## config.mk

```make
export PLATFORM = sky130hd
export DESIGN_NAME = td4_core_param
export DESIGN_NICKNAME = d
export VERILOG_FILES = /design/src/rtl/td4_core_param.sv
export SDC_FILE = /design/constraint.sdc
export NUM_CORES = 1
export LEC_CHECK = 0
export ABC_AREA = 1
export CAP_MARGIN = 20
export CORE_UTILIZATION = 56
export CTS_BUF_LIST = sky130_fd_sc_hd__clkbuf_8
export DETAILED_ROUTE_END_ITERATION = 16
export GPL_TIMING_DRIVEN = 1
export PLACE_DENSITY = 0.85
export SYNTH_ARGS = -nofsm -noshare
export SYNTH_HDL_FRONTEND = slang
export SYNTH_SLANG_ARGS = --single-unit
```

## constraint.sdc

```tcl
create_clock -name clk -period 2.9 [get_ports clk]
set_input_delay 0.29 -clock clk [delete_from_list [all_inputs] [get_ports clk]]
set_output_delay 0.29 -clock clk [all_outputs]
set_load 0.03 [all_outputs]
```

## src/rtl/td4_core_param.sv

```systemverilog
// Parametrised TD4-style two-register CPU core: single-cycle execute with fetch stall,
// optional input synchroniser, output-write strobe and retire pulse.
module td4_core_param #(
  parameter int DATA_W  = 4,
  parameter int ADDR_W  = 4,
  parameter int SYNC_IN = 1
) (
  input  logic              clk,
  input  logic              n_reset,
  input  logic [DATA_W+3:0] instr,
  input  logic              instr_valid,
  input  logic [DATA_W-1:0] in_port,
  output logic [ADDR_W-1:0] pc,
  output logic [DATA_W-1:0] out_port,
  output logic              out_strobe,
  output logic              carry,
  output logic              retired
);

  generate
    if (ADDR_W < 1 || ADDR_W > DATA_W) begin : g_bad_addr_w
      $error("td4_core_param: ADDR_W must lie in 1..DATA_W");
    end
  endgenerate

  localparam logic [ADDR_W-1:0] PC_ONE = ADDR_W'(1);

  function automatic logic [DATA_W:0] alu_add(input logic [DATA_W-1:0] x,
                                              input logic [DATA_W-1:0] y);
    return {1'b0, x} + {1'b0, y};
  endfunction

  logic [3:0]        op;
  logic [DATA_W-1:0] im;
  logic [DATA_W-1:0] reg_a;
  logic [DATA_W-1:0] reg_b;
  logic [DATA_W-1:0] in_val;
  logic [DATA_W-1:0] operand;
  logic [DATA_W:0]   sum;
  logic              sel_a;
  logic              sel_b;
  logic              ld_a;
  logic              ld_b;
  logic              ld_o;
  logic              ld_p;

  assign op = instr[DATA_W+3:DATA_W];
  assign im = instr[DATA_W-1:0];

  // in_port synchroniser stage boundary (two flops, always clocked regardless of stalls)
  generate
    if (SYNC_IN != 0) begin : g_sync
      logic [DATA_W-1:0] in_p0;
      logic [DATA_W-1:0] in_p1;
      always_ff @(posedge clk or negedge n_reset) begin
        if (!n_reset) begin
          in_p0 <= '0;
          in_p1 <= '0;
        end else begin
          in_p0 <= in_port;
          in_p1 <= in_p0;
        end
      end
      assign in_val = in_p1;
    end else begin : g_raw
      assign in_val = in_port;
    end
  endgenerate

  assign sel_a = op[0] | op[3];
  assign sel_b = op[1];

  always_comb begin
    operand = '0;
    case ({sel_b, sel_a})
      2'b00:   operand = reg_a;
      2'b01:   operand = reg_b;
      2'b10:   operand = in_val;
      default: operand = '0;
    endcase
  end

  assign sum  = alu_add(operand, im);
  assign ld_a = ~(op[2] | op[3]);
  assign ld_b = op[2] & ~op[3];
  assign ld_o = ~op[2] & op[3];
  // JNC looks at the carry held before this edge, not the one being produced
  assign ld_p = op[2] & op[3] & (op[0] | ~carry);

  // execute stage boundary: all architectural state updates on one edge
  always_ff @(posedge clk or negedge n_reset) begin
    if (!n_reset) begin
      pc         <= '0;
      reg_a      <= '0;
      reg_b      <= '0;
      out_port   <= '0;
      carry      <= 1'b0;
      out_strobe <= 1'b0;
      retired    <= 1'b0;
    end else begin
      out_strobe <= instr_valid & ld_o;
      retired    <= instr_valid;
      if (instr_valid) begin
        carry <= sum[DATA_W];
        if (ld_a) reg_a <= sum[DATA_W-1:0];
        if (ld_b) reg_b <= sum[DATA_W-1:0];
        if (ld_o) out_port <= sum[DATA_W-1:0];
        pc <= ld_p ? im[ADDR_W-1:0] : pc + PC_ONE;
      end
    end
  end

endmodule

```

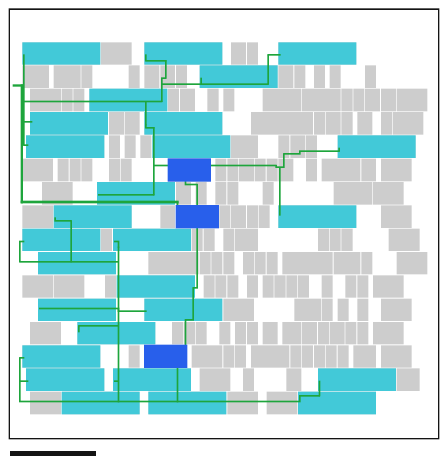
Run 1: clock wires, drivers and flops
Scale bar: 10 um.
[green] clock wires | length: 276 um
[cyan] flip-flops | count: 27
[blue] cells driving clock nets | count: 3
routed clock nets: 4
flops lie: all over the die
Worst-Skew Late Latency: 0.27 ns
power in the clock group: 0.206 mW
Max Clock Skew: 0.003938 ns

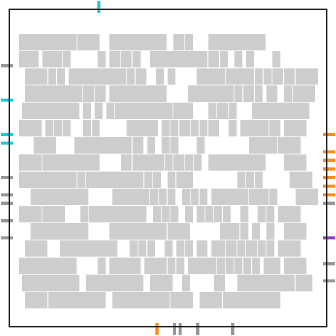
Run 1: pin placement
Pins as bars across the die edge, other pins in gray.
[cyan] out_port | pins: 4 | direction: output | edge: 3 west, 1 north
[orange] instr | pins: 8 | direction: input | edge: 7 east, 1 south
[purple] instr_valid | pins: 1 | direction: input | edge: east

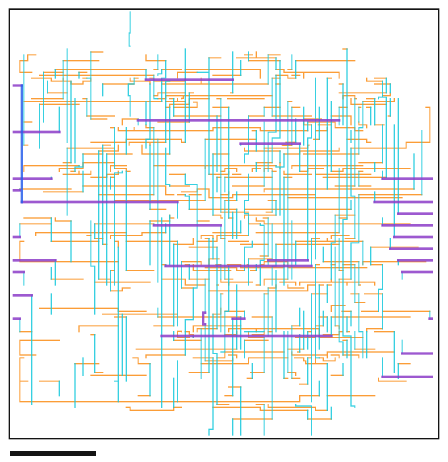
Run 1: routed metal, one color a layer
Scale bar: 10 um.
[blue] met4 | wire length: 13.6 um
[purple] met3 | wire length: 180 um
[orange] met1 | wire length: 1,230 um
[cyan] met2 | wire length: 1,270 um

==> qor.csv, run 1 <==
metric,value,unit
status,"complete, no violations",
synthesized-area fraction occupied by adder cells,6.414,%
Total Negative Setup Slacks,0,ns
average size of a mapped cell,8.526,um^2
synthesized-area fraction occupied by xor and xnor cells,1.361,%
flip-flop and latch count after synthesis,27,
minimum clock period after layout,2.280,ns
slowest cell on the critical path,clkdlybuf4s50_1,
worst-case setup slack after placement,0.3693,ns
Std-Cell Rows,16,
starting utilization of the core area,62.44,%
number of fillers in the final layout,138,
largest family of logic cells by area,simple AND/OR/NAND/NOR gates,
switching part of the total,34.92,%
Die X-Extent,49.95,um
fraction of the mapped netlist area in simple logic gates,27.31,%
routed via count,1085,
deepest clock path buffer count,2,
I/O Buffers,25,
nature of the critical path endpoint,flop,
Post-Syn Nets,172,
PostCTS Resize Cnt,0,
type of origin of the critical path,input pin,
total cells reported by yosys after synthesis,151,
"Distinct cells, synth",18,
mux share,0,%
portion of the clock cycle consumed by the worst path in the final layout,78.62,%
type of the worst setup path,in2reg,
required time of the critical path,3.11,ns
overall die area,0.002495,mm^2
class of the tightest hold or removal check,reg2reg,
list of cells traversed by the critical path,"clkdlybuf4s50_1, nor2_1, nor2_1, nand2_1, nand3_1, ha_1, inv_1, fa_1, xnor2_1, nand2_1, nand2_1",
layout cell share with drive strength beyond 1,7.182,%
Detail Placement HPWL,2.103,mm
number of synthesis warnings,0,
total global routing overflow,0,
VDD IR max,0.0005207,V
largest net degree at the start of global routing,28,
max capacitance violation total,0,
wire length of the first global-routing pass,4.678,mm
die height,49.95,um
tool warnings,26,
sinks on the clock net,27,
vias per inst,5.216,
clock slew at the register clock pins of the worst setup and hold paths,0.08,ns
count of nets after finishing,203,
RD Place Congestion,0.9171,
total core area,0.002062,mm^2
sequential fraction of design power,46.8,%
Comb pwr share,33.9,%
total iterations of the first detailed-routing run,4,
switching power of the nets,0.3714,mW
part of the power in the clock network,19.3,%
antenna violations before repair,0,
vias in the first global route,1081,
final routed DRC violation total,0,
Internal Pwr Total,0.6923,mW
"antenna viol nets, final",0,
Post-Synthesis Cell Area,0.001287,mm^2
clock tree from TritonCTS,done,
data arrival time of the critical path,2.49,ns
final WL,2.701,mm
final-report setup violation count,0,
setup fix buffers added after clock tree synthesis,0,
worst hold stages,0,
"Slew Viols, Final",0,
chip area estimate from yosys synthesis,0.001287,mm^2
n_diodes,0,
CP max FO,4,
setup repair after global routing missed its margin,false,
maximum achievable frequency,438.6,MHz
Power per Cell Area,654.4,mW/mm^2
level count of the clock H-tree,1,
average wire per standard cell,12.99,um
post-route worst setup slack,0.6201,ns
combined global-route utilization of all metal layers,25.30,%
post-synthesis compound-gate area fraction,5.734,%
cell count after placement,204,
count of final hold-check violations,0,
I/O pin count,26,
worst r2r path cells,8,
synthesis-to-layout area growth,26.24,%
clock tree root buffer cell,clkbuf_8,
standby leakage power,0.8412,nW
final standard cell count with taps included and fillers excluded,208,
max_slew headroom,76.72,%
"slowest stage delay, CP",0.58,ns
Crit path top cell by count,nand2_1,
number of buffers added to fix hold violations after cts,0,
TritonCTS buffer count,3,
fraction of the yosys area taken by sequential cells,52.48,%
Mapped Cells,151,
Worst Tran Pin Value,0.3492,ns
violation count after the first detailed-route iteration,24,
## run 1: through the flow
step / hold slack (ns) / utilization [%] / area (um^2) / power, mW
after global routing: 0.3704 / 78.82 / 1625 / 1.129
final: 0.3579 / 78.82 / 1625 / 1.064
after floorplan: -0.005591 / - / 1287 / 0.7149
after CTS: 0.3597 / 78.82 / 1625 / 1.072
after global placement: 0.3326 / 76.58 / 1579 / 0.8505
after detailed placement: 0.3387 / 76.58 / 1579 / 0.8636
## run 1: cell usage in the layout (no fill, tap or decap)
cell and count:
inv_2 3, nand2_1 60, clkdlybuf4s50_1 25, ha_1 5
dfrtp_1 27, nand3b_1 1, nor3_4 2, a21oi_1 2
inv_1 20, clkbuf_8 3, nand3_1 13, a21oi_2 1
o21ai_2 2, clkinv_2 1, o21ai_1 2, o211ai_1 1
xnor2_1 2, fa_1 1, nand4_1 1, o21ai_0 4
nor2_1 4, buf_4 1
## run 1: cells by family (layout without fill, tap and decap cells)
kind of cell    after synthesis  after routing
xor+xnor                      2              2
buf+inv                      23             53
simple gates                 81             81
fa+ha+maj                     6              6
flops                        27             27
compound gates               12             12
## run 1: layout make-up
type | count | area (um^2) | area share, %
sequential | 27 | 675.6 | 41.57
multi-input combinational | 101 | 525.5 | 32.33
timing repair buffer | 26 | 257.7 | 15.86
inverter | 23 | 86.33 | 5.312
clock buffer | 3 | 41.29 | 2.540
tap | 27 | 33.78 | 2.079
clock inverter | 1 | 5.005 | 0.3079
## run 1: path summary, 6_finish.rpt
path	from	endpoint	slack, ns
max	instr[7]	reg_b[2]	0.62
min	g_sync.in_p0[0]	g_sync.in_p1[0]	0.36
max reg2reg	reg_b[0]	reg_b[2]	1.21
min reg2reg	g_sync.in_p0[0]	g_sync.in_p1[0]	0.36
max in group asynchronous	n_reset	pc[0]	2.25
min in group asynchronous	n_reset	reg_a[1]	0.39
## run 1: layer usage
| layer | global-route usage (%) | part of all wire, % | up-vias |
|---|---|---|---|
| li1 | - | - | 532 |
| met1 | 35.92 | 46 | 510 |
| met2 | 40.09 | 47 | 41 |
| met3 | 2.778 | 6.6 | 2 |
| met4 | 9.048 | 0.48 | 0 |
| met5 | 0 | 0 | - |
## run 1: cells in the mapped netlist
cell      instances  area, um^2
inv_1            20       75.07
o21ai_2           2       17.52
a21oi_1           2       10.01
dfrtp_1          27       675.7
nand3_1          13       65.06
o21ai_0           4       20.02
nor3_4            2       32.53
nand3b_1          1       7.510
fa_1              1       20.02
o211ai_1          1       7.510
nand4_1           1       6.260
nand2_1          60       225.2
xnor2_1           2       17.52
nor2_1            4       15.01
a21oi_2           1       8.760
ha_1              5       62.56
inv_2             3       11.26
o21ai_1           2       10.01
## run 1: worst max-delay path: cells and delay by family
family | cells | cell delay [ns]
simple gates | 6 | 0.70
xor+xnor | 1 | 0.31
buf+inv | 2 | 0.63
fa+ha+maj | 2 | 0.55
## run 1: power groups by stage
stage               clock network [mW]  registers [mW]  logic, mW
finish                           0.206           0.498      0.360
global route                     0.225           0.504      0.400
CTS                              0.213           0.497      0.362
detailed placement                   0           0.504      0.360
global placement                     0           0.501      0.350
floorplan                            0           0.560      0.155
==> run 2, diff against run 1 <==
--- a/config.mk
+++ b/config.mk
@@ -7,11 +7,11 @@
 export LEC_CHECK = 0
 export ABC_AREA = 1
 export CAP_MARGIN = 20
-export CORE_UTILIZATION = 56
+export CORE_UTILIZATION = 47
 export CTS_BUF_LIST = sky130_fd_sc_hd__clkbuf_8
 export DETAILED_ROUTE_END_ITERATION = 16
 export GPL_TIMING_DRIVEN = 1
-export PLACE_DENSITY = 0.85
+export PLACE_DENSITY = 0.76
 export SYNTH_ARGS = -nofsm -noshare
 export SYNTH_HDL_FRONTEND = slang
 export SYNTH_SLANG_ARGS = --single-unit
==> constraint.sdc (replaced) <==
create_clock -name clk -period 1.9 [get_ports clk]
set_input_delay 0.19 -clock clk [delete_from_list [all_inputs] [get_ports clk]]
set_output_delay 0.19 -clock clk [all_outputs]
set_load 0.03 [all_outputs]
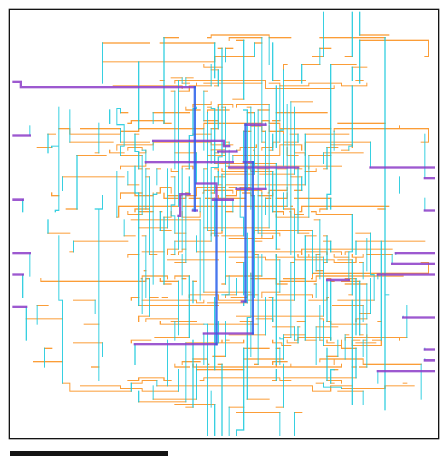
Run 2: routed metal, one color a layer
Scale bar: 20 um.
[cyan] met2 | wire length: 1,270 um
[orange] met1 | wire length: 1,230 um
[blue] met4 | wire length: 78.2 um
[purple] met3 | wire length: 143 um

==> run 2 against run 1 <==
  * Utilization fell by 12 points
  * Sequential share of layout area fell by 1.7 points
  * Via count fell by 1.3%
  * Global-route usage fell by 4.0 points
  * Cell count rose by 2.9%
  * Combinational power rose by 61%
  * Highest routed layer unchanged
==> qor.csv, run 2 <==
metric,value,unit
top logic cell by instance count in the layout,nand2_1,
RD Place Congestion,1.003,
chip area estimate from yosys synthesis,0.001287,mm^2
Crit path top cell by count,nand2_1,
Power per Cell Area,978.9,mW/mm^2
synthesis-to-layout area growth,31.49,%
"slowest stage delay, CP",0.43,ns
total cells reported by yosys after synthesis,151,
buffers plus inverters on the worst setup path,3,
most frequently used cell type in the post-synthesis netlist,nand2_1,
flip-flops with a built-in enable,0,
share of flip-flops with an asynchronous set or reset,100.0,%
starting utilization of the core area,51.04,%
list of cells traversed by the critical path,"dlymetal6s2s_1, nor2_4, nand2_1, inv_1, nand2_1, nand3_1, ha_2, inv_1, fa_2, xnor2_2, nand2_1, o21ai_0",
Worst Tran Pin Value,0.3301,ns
I/O Buffers,25,
Pwr Total,1.657,mW
"Slew Viols, Final",0,
layout cell share with drive strength beyond 1,14.13,%
average size of a mapped cell,8.526,um^2
worst hold margin,0.2739,ns
tool warnings,26,
beginning of the worst register-to-register path,reg_b[0],
CP max FO,3,
final standard cell count with taps included and fillers excluded,214,
cell type group with the largest total delay on the critical path,adder cells,
area fraction of the dominant cell type after synthesis,52.48,%
number of fillers in the final layout,208,
cell type with the largest total area after synthesis,dfrtp_1,
routed via count,1071,
wire length of the first global-routing pass,4.367,mm
post-route worst setup slack,0.2301,ns
status,"complete, no violations",
beginning of the critical path,instr[7],
final routed DRC violation total,0,
Post-Synthesis Cell Area,0.001287,mm^2
"Distinct cells, synth",18,
vias in the first global route,973,
commonest register cell after synthesis,dfrtp_1,
standby leakage power,0.8863,nW
type of origin of the critical path,input pin,
combinational gate area,559.3,um^2
level count of the clock H-tree,1,
total iterations of the first detailed-routing run,4,
Worst-Skew Late Latency,0.27,ns
clock tree root buffer cell,clkbuf_8,
total core area,0.002522,mm^2
Sequential cell area,675.6,um^2
post-route core utilization,67.11,%
top logic cells by instance count in the layout,"nand2_1, dfrtp_1, clkdlybuf4s50_1",
VDD IR max,0.0007644,V
I/O pin count,26,
sinks on the clock net,27,
clock slew at the register clock pins of the worst setup and hold paths,0.09,ns
"antenna viol nets, final",0,
largest net degree at the start of global routing,28,
required time of the critical path,2.10,ns
number of buffers added to fix hold violations after cts,0,
max_slew headroom,77.99,%
Detail Placement HPWL,2.119,mm
Std-Cell Rows,18,
n_diodes,0,
data arrival time of the critical path,1.87,ns
violation count after the first detailed-route iteration,30,
count of final hold-check violations,0,
average wire per standard cell,12.73,um
Mapped Cells,151,
antenna violations before repair,0,
maximum achievable frequency,598.8,MHz
run 2: cell counts after synthesis:
Identical to the previous run, type by type.
run 2: logic make-up (layout without fill, tap and decap cells):
| kind of cell | after synthesis | after routing | share of synthesized area (%) |
|---|---|---|---|
| simple gates | 81 | 81 | 27.31 |
| flops | 27 | 27 | 52.48 |
| buf+inv | 23 | 56 | 6.705 |
| compound gates | 12 | 12 | 5.734 |
| fa+ha+maj | 6 | 6 | 6.414 |
| xor+xnor | 2 | 2 | 1.361 |
run 2: cell type report:
type | instances | area share [%]
Clock inverter | 1 | 0.2956
Multi-Input combinational cell | 101 | 33.04
Clock buffer | 3 | 2.439
Tap cell | 30 | 2.217
Sequential cell | 27 | 39.91
Inverter | 23 | 5.100
Timing Repair Buffer | 29 | 17.00
run 2: report_power, final:
group,switching [mW],internal (mW),total [mW]
Combinational,0.334,0.246,0.580
Clock,0.173,0.147,0.320
Sequential,0.0767,0.680,0.757
run 2: timing repair:
item,in CTS,in global routing
pin swaps,0,4
buffers inserted,0,0
setup endpoints to repair,4,10
hold endpoints to repair,0,0
resized,5,10
run 2: through the flow:
step	area (um^2)	setup TNS [ns]
after detailed placement	1605	-3.101
final	1693	0
after floorplan	1287	0
after global routing	1693	0
after CTS	1668	0
after global placement	1605	-2.110
run 2: path summary, 6_finish.rpt:
check | slack [ns] | endpoint | cells past startpoint
min in group clk | 0.35 | g_sync.in_p0[0] | 1
worst max-delay path | 0.23 | reg_a[2] | 12
max in group asynchronous | 1.38 | g_sync.in_p0[3] | 2
worst max register to register | 0.27 | reg_a[2] | 8
worst min register to register | 0.36 | g_sync.in_p1[2] | 0
worst min-delay path | 0.27 | reg_a[2] | 2
run 2: per-layer routing:
layer | share of wire (%) | track usage [%] | up-vias
li1 | - | - | 536
met1 | 45 | 27.62 | 490
met2 | 47 | 33.94 | 37
met3 | 5.2 | 3.611 | 8
met4 | 2.9 | 10.68 | 0
met5 | 0 | 0 | -
run 2: worst reg2reg max path, cell delays in order (launching register included):
cell	delay [ns]
dfrtp_1	0.35
nand2_1	0.05
nand3_1	0.09
ha_2	0.19
inv_1	0.07
fa_2	0.43
xnor2_2	0.23
nand2_1	0.07
o21ai_0	0.07
Power is estimated from default activity; no workload was simulated.
